[src/rtl/fu_shift.sv]
// fu_shift: pipelined SLL/SRL/SRA shift unit with valid/queued handshake.
// Define FU_SHIFT_ROTATE_EN to make op=10 a rotate right instead of SRL.
module fu_shift #(
  parameter int DATA_WIDTH = 32,
  parameter int LATENCY    = 2,
  parameter int TAG_WIDTH  = 7
) (
  input  logic                  clk,
  input  logic                  rst,
  input  logic                  ce,
  input  logic [1:0]            op,
  input  logic [TAG_WIDTH-1:0]  executionTag_in,
  input  logic [DATA_WIDTH-1:0] data_0,
  input  logic [DATA_WIDTH-1:0] data_1,
  input  logic                  flush,
  input  logic                  queued,
  output logic                  idle,
  output logic                  done,
  output logic [DATA_WIDTH-1:0] result,
  output logic [TAG_WIDTH-1:0]  executionTag_out
);

  localparam int SW = $clog2(DATA_WIDTH);
  localparam int L  = LATENCY;

  // Stage 0 is the input register, stage L the output register.
  logic [L:0]            v_q;
  logic [1:0]            op_q  [L];
  logic [SW-1:0]         sh_q  [L];
  logic [TAG_WIDTH-1:0]  tag_q [L+1];
  logic [DATA_WIDTH-1:0] dat_q [L+1];
  logic [L:0]            free;

  // Upper shift-amount bits are ignored by definition.
  logic unused_hi;
  assign unused_hi = ^data_0[DATA_WIDTH-1:SW];

  function automatic logic [DATA_WIDTH-1:0] do_shift(
    input logic [1:0]            o,
    input logic [SW-1:0]         s,
    input logic [DATA_WIDTH-1:0] d
  );
    logic [DATA_WIDTH-1:0] r;
    logic [SW-1:0]         ns;
    ns = -s;
    r  = '0;
    case (o)
      2'b00: r = d << s;
      2'b11: r = $signed(d) >>> s;
`ifdef FU_SHIFT_ROTATE_EN
      2'b10: r = (d >> s) | (d << ns);
`endif
      default: r = d >> s;
    endcase
`ifndef FU_SHIFT_ROTATE_EN
    if (ns == '1) r = r;
`endif
    return r;
  endfunction

  // A stage is free when empty or when everything downstream moves.
  always_comb begin
    logic f;
    free = '0;
    f = ~v_q[L] | queued;
    free[L] = f;
    for (int k = L - 1; k >= 0; k--) begin
      f = ~v_q[k] | f;
      free[k] = f;
    end
  end

  // Pipeline advance, capture, flush and reset.
  always_ff @(posedge clk) begin
    if (rst) begin
      v_q <= '0;
      for (int k = 0; k <= L; k++) begin
        tag_q[k] <= '0;
        dat_q[k] <= '0;
      end
      for (int k = 0; k < L; k++) begin
        op_q[k] <= '0;
        sh_q[k] <= '0;
      end
    end else begin
      if (free[0]) begin
        v_q[0] <= ce;
        if (ce) begin
          op_q[0]  <= op;
          sh_q[0]  <= data_0[SW-1:0];
          tag_q[0] <= executionTag_in;
          dat_q[0] <= data_1;
        end
      end
      for (int k = 1; k < L; k++) begin
        if (free[k]) begin
          v_q[k] <= v_q[k-1];
          if (v_q[k-1]) begin
            op_q[k]  <= op_q[k-1];
            sh_q[k]  <= sh_q[k-1];
            tag_q[k] <= tag_q[k-1];
            dat_q[k] <= dat_q[k-1];
          end
        end
      end
      if (free[L]) begin
        v_q[L] <= v_q[L-1];
        if (v_q[L-1]) begin
          tag_q[L] <= tag_q[L-1];
          dat_q[L] <= do_shift(op_q[L-1], sh_q[L-1], dat_q[L-1]);
        end
      end
      if (flush) begin
        v_q <= {{L{1'b0}}, ce & free[0]};
      end
    end
  end

  assign idle             = free[0];
  assign done             = v_q[L];
  assign result           = dat_q[L];
  assign executionTag_out = tag_q[L];

endmodule

[config.mk]
export PLATFORM = sky130hd
export DESIGN_NAME = fu_shift
export DESIGN_NICKNAME = d
export VERILOG_FILES = /design/src/rtl/fu_shift.sv
export SDC_FILE = /design/constraint.sdc
export NUM_CORES = 1
export LEC_CHECK = 0
export CAP_MARGIN = 20
export CORE_MARGIN = 1
export CORE_UTILIZATION = 57
export CTS_CLUSTER_DIAMETER = 150
export DETAILED_ROUTE_END_ITERATION = 8
export HOLD_SLACK_MARGIN = 0.03
export MAX_ROUTING_LAYER = met4
export PLACE_DENSITY = 0.83
export SYNTH_ARGS = -nofsm -noshare
export SYNTH_HDL_FRONTEND = slang
export SYNTH_SLANG_ARGS = --single-unit
[constraint.sdc]
create_clock -name clk -period 2.8 [get_ports clk]
set_clock_uncertainty 0.05 [all_clocks]
set_input_delay 0.56 -clock clk [delete_from_list [all_inputs] [get_ports clk]]
set_output_delay 0.56 -clock clk [all_outputs]
set_load 0.05 [all_outputs]
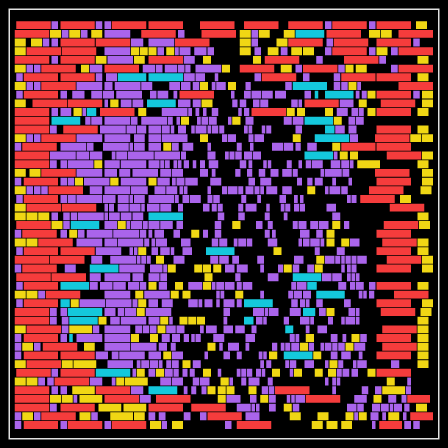
*Cell classes on the final placement*
all other logic -> purple  # cells 677, share of their area 45%
clock drivers and dummy loads -> cyan  # cells 32, share of their area 5.7%
other buffers and delay cells -> yellow  # cells 204, share of their area 16%
flip-flops -> red  # cells 134, share of their area 34%
Site Rows: 47
Seq area share: 33.03%

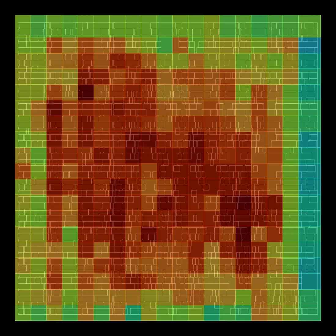
*Routing congestion*
met3 Use GR: 9.599%
All-Layer GR Usage: 42.35%
GRT met2 Usage: 59.70%
most used routing layer: met2
met1 GRT Util: 55.63%

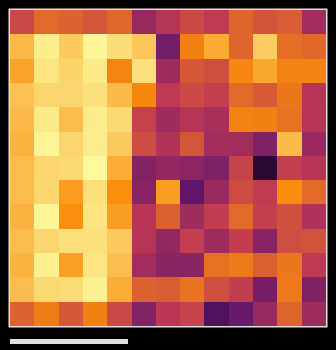
*Local utilization*
Scale bar: 50 um. The die is cut into 13 by 13 equal tiles; black is low, pale yellow is high, 0 to 100% covered.
mean over tiles = 66%
tiles over 75% full = 37%
fullest tile = 99%
Final Util: 72.14%
total core area: 16760 um2
Init Core Util: 59.20%

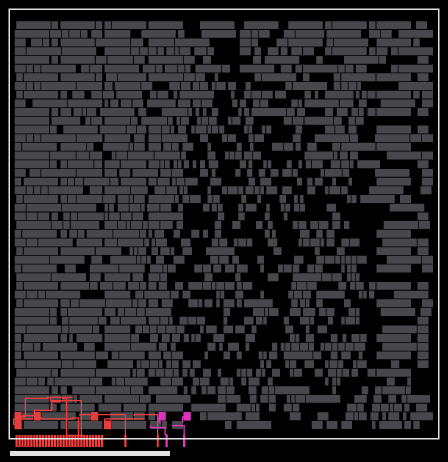
*Wires at chosen ports, followed through buffers*
Scale bar: 50 um.
op -> magenta  # bits 2, direction input, edge bottom, end cells 2, buffers 2, wire 20.2 um
data_0 -> red  # bits 32, direction input, edge bottom, end cells 5, buffers 5, wire 162 um
# port buffers: 91
IO Pins: 119

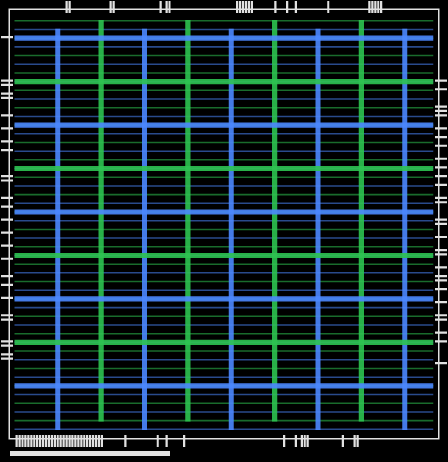
*PDN straps and rails*
Scale bar: 50 um. Pins as bars on the die edge.
VDD -> green
VSS -> blue
met5 straps = 9
signal pins = 119
met1 rails = 48
met4 straps = 9
rows = 47
IR Drop Worst-Case VDD: 0.5375 mV
Die Y: 133.9 um
Die Width: 133.9 um

==> routing by layer <==
metal | routed length (um) | vias to the layer above | share of wire (%)
met5 | 0 | - | 0
met4 | 2270 | 0 | 6.4
met3 | 4022 | 186 | 11
met2 | 15430 | 811 | 44
met1 | 13680 | 4192 | 39
li1 | - | 3737 | -
==> path summary, 6_finish.rpt <==
path | from | to | slack [ns] | cells after the start
worst min-delay path | tag_q[0][11]$_SDFFCE_PN0P_ | tag_q[0][18]$_SDFFCE_PN0P_ | 0.46 | 1
worst max-delay path | sh_q[0][5]$_SDFFCE_PN0P_ | dat_q[0][70]$_SDFFCE_PN0P_ | 0.11 | 7
worst min register to register | tag_q[0][11]$_SDFFCE_PN0P_ | tag_q[0][18]$_SDFFCE_PN0P_ | 0.46 | 1
worst max register to register | sh_q[0][5]$_SDFFCE_PN0P_ | dat_q[0][70]$_SDFFCE_PN0P_ | 0.11 | 7
==> power by group through the flow <==
stage | Sequential, uW | Clock [uW] | Combinational, uW
2_1_floorplan | 2480 | 0 | 1270
3_3_place_gp | 2510 | 0 | 1960
3_5_place_dp | 2530 | 0 | 1980
4_1_cts | 2490 | 2640 | 2000
5_1_grt | 2510 | 2720 | 2150
6_report | 2500 | 2630 | 2090
==> layout make-up <==
type | instances | share of cell area, %
clock inverter | 13 | 2.008
clock buffer | 19 | 3.581
multi-input combinational | 667 | 43.23
inverter | 10 | 0.3105
timing repair buffer | 204 | 15.56
tap | 220 | 2.277
sequential | 134 | 33.03
==> timing repair <==
action                                  in CTS  in global routing
endpoints found under the setup margin       0                  2
resized                                      0                  4
hold buffers                                 0                  0
==> registers in the layout, indices dropped and copies added (netlist names) <==
signal,flops
dat_q,96
op_q,4
sh_q,10
tag_q,21
v_q,3
==> synthesized netlist by cell type (3+ instances only) <==
cell type,instances
buf_6,4
nand2b_1,8
mux2_2,28
nor4_1,3
a211oi_1,15
o32ai_1,7
o22a_1,5
a32oi_1,3
a211o_1,3
buf_2,15
a31o_2,4
nor2_1,55
a221oi_1,9
nor3b_1,3
o211ai_1,11
nand2_1,75
a22oi_1,8
or3_1,7
and2_1,104
mux2i_1,62
a21oi_1,28
a21o_1,6
a41oi_1,3
a311oi_1,4
nor2b_1,12
inv_1,8
o22ai_1,13
o21ai_0,28
nand4_1,3
a31oi_1,21
nor3_1,17
buf_4,45
o31ai_1,5
edfxtp_1,131
clkbuf_1,48
buf_1,10
nand3_1,22
mux4_2,51
or2_2,6
dfxtp_1,3
==> stage by stage <==
stage                     power, uW  setup WS, ns  area, um2  hold slack [ns]
after floorplan                3743        0.1757       9922           0.4467
after detailed placement       4509       0.03764      11380           0.4524
after global routing           7376       0.02252      12090           0.4773
after CTS                      7132       0.09517      12050           0.4655
final                          7219        0.1091      12090           0.4624
after global placement         4479        0.1190      11380           0.4489
==> kinds of logic (layout without fill, tap and decap cells) <==
| logic type | count (synthesis) | after routing | share of synthesized area [%] |
|---|---|---|---|
| mux | 141 | 141 | 21.01 |
| fa+ha+maj | 2 | 2 | 0.2522 |
| buf+inv | 133 | 246 | 7.339 |
| flops | 134 | 134 | 40.25 |
| compound gates | 199 | 199 | 14.15 |
| simple gates | 325 | 325 | 17.00 |
==> results_slide.txt <==
Key Metrics from the Run

Status
  • Status: finished clean

Yosys
  • Area share, top type: ~40%
  • Unique cell types: 69
  • Synth Register Bits: 134
  • Syn Area/Cell: between 10 and 15 um2
  • Sequential area share after synthesis: between 40% and 50%
  • YS chip area: 9922 um2
  • Synth area leader: edfxtp_1
  • Yosys warns: 0
  • Synth area leaders: edfxtp_1, mux4_2, and2_1
  • Ys async rst share: 0%
  • Most used DFF post-synth: edfxtp_1
  • Cell area after synthesis: slightly below 10000 um2
  • Cells after synthesis: 934
  • Synthesized Nets: 1014
  • Number of cells in Yosys stat: ~930
  • EDFF count, synth: 131

Clock tree
  • Largest buffer count on any clock path: 2
  • Post CTS Setup Buffer Count: 0
  • CTS tree: yes
  • Cts bufs inserted: 17
  • H-tree depth: 4
  • Clock root buffer: clkbuf_16
  • CTS Sinks: 134
  • Clock transition at the registers of the reported paths: roughly 0.07 ns
  • Worst-Skew Late Latency: 0.44 ns

Flow run
  • Tool warnings: 54
  • Max-cap violations: 0

Placed design
  • Routability cong.: ~1.1
  • Post-DP HPWL: ~25000 um
  • Post-Place Cells: around 1200

STA
  • Setup TNS: 0 ns
  • Final Hold Violating Endpoints: 0
  • Slew headroom: 52.10%
  • Final worst-path cycle share: between 90% and 100%
  • Final number of setup-violating endpoints: 0
  • RSZ-0062 raised after global routing: false
  • Worst slew pin tran: 0.7158 ns
  • Fin crit period: between 2 and 3 ns
  • Final Max Tran Viols: 0
  • Fmax: 0.3716 GHz

Finish
  • Fraction of layout cells with a size suffix above 1: 23.30%
  • Area grow syn2layout: 21.85%
  • Logic area: around 5200 um2
  • Commonest Layout Cell: edfxtp_1
  • Top cells excl fill/tap: edfxtp_1, and2_1, buf_4
  • Final nets: 1114
  • Register Area: roughly 4000 um2
  • ANT cells: 0
  • Layout Cells excl Fill: 1267
  • Filler instances: 1119

Worst setup path
  • Crit-path max cell delay: 0.39 ns
  • CP max FO: 29
  • Worst setup SP type: flop
  • CP max stage cell: mux2_2
  • CP Buf/Inv Count: 2
  • Arr. time, crit path: 2.81 ns
  • Critical path's top delay family: AND-OR/OR-AND gates
  • Worst path cell trace: buf_12 -> buf_4 -> mux2_2 -> mux2i_1 -> o21ai_0 -> a211oi_1 -> o32ai_1
  • CP Capture Type: flop
  • Worst EP required: 2.92 ns
  • Crit path kind: reg -> reg

Power
  • Sw frac: 31.92%
  • Switch Pwr: 2305 uW
  • Comb pwr share: between 20 and 30%
  • Sequential share of power: between 30% and 40%
  • Static leakage: 0.004462 uW
  • Clock power frac: 36.5%
  • P_int: 4915 uW
  • Pwr dens: 597.1 nW/um2

Drt
  • Remaining DRCs: 0
  • Vias per std cell: 7.045
  • Final ANT Viol Nets: 0
  • Via count: 8926
  • First-pass DRT Iterations: 6
  • WL final: about 35000 um
  • Wirelength per Cell: 27.95 um
  • Iter 0 DRT Violations: 1557

Floorplanning
  • Die Area: 17940 um2

GRT
  • Pin count of the biggest net entering global routing: between 50 and 60
  • First-pass GRT wire length: 53400 um
  • GR Overflow Total: 0
  • Vias in the first global route: 8599
  • Initial antenna violation count: 0

Min path
  • Hold Path Class: reg -> reg
Power and IR drop assume default switching activity.
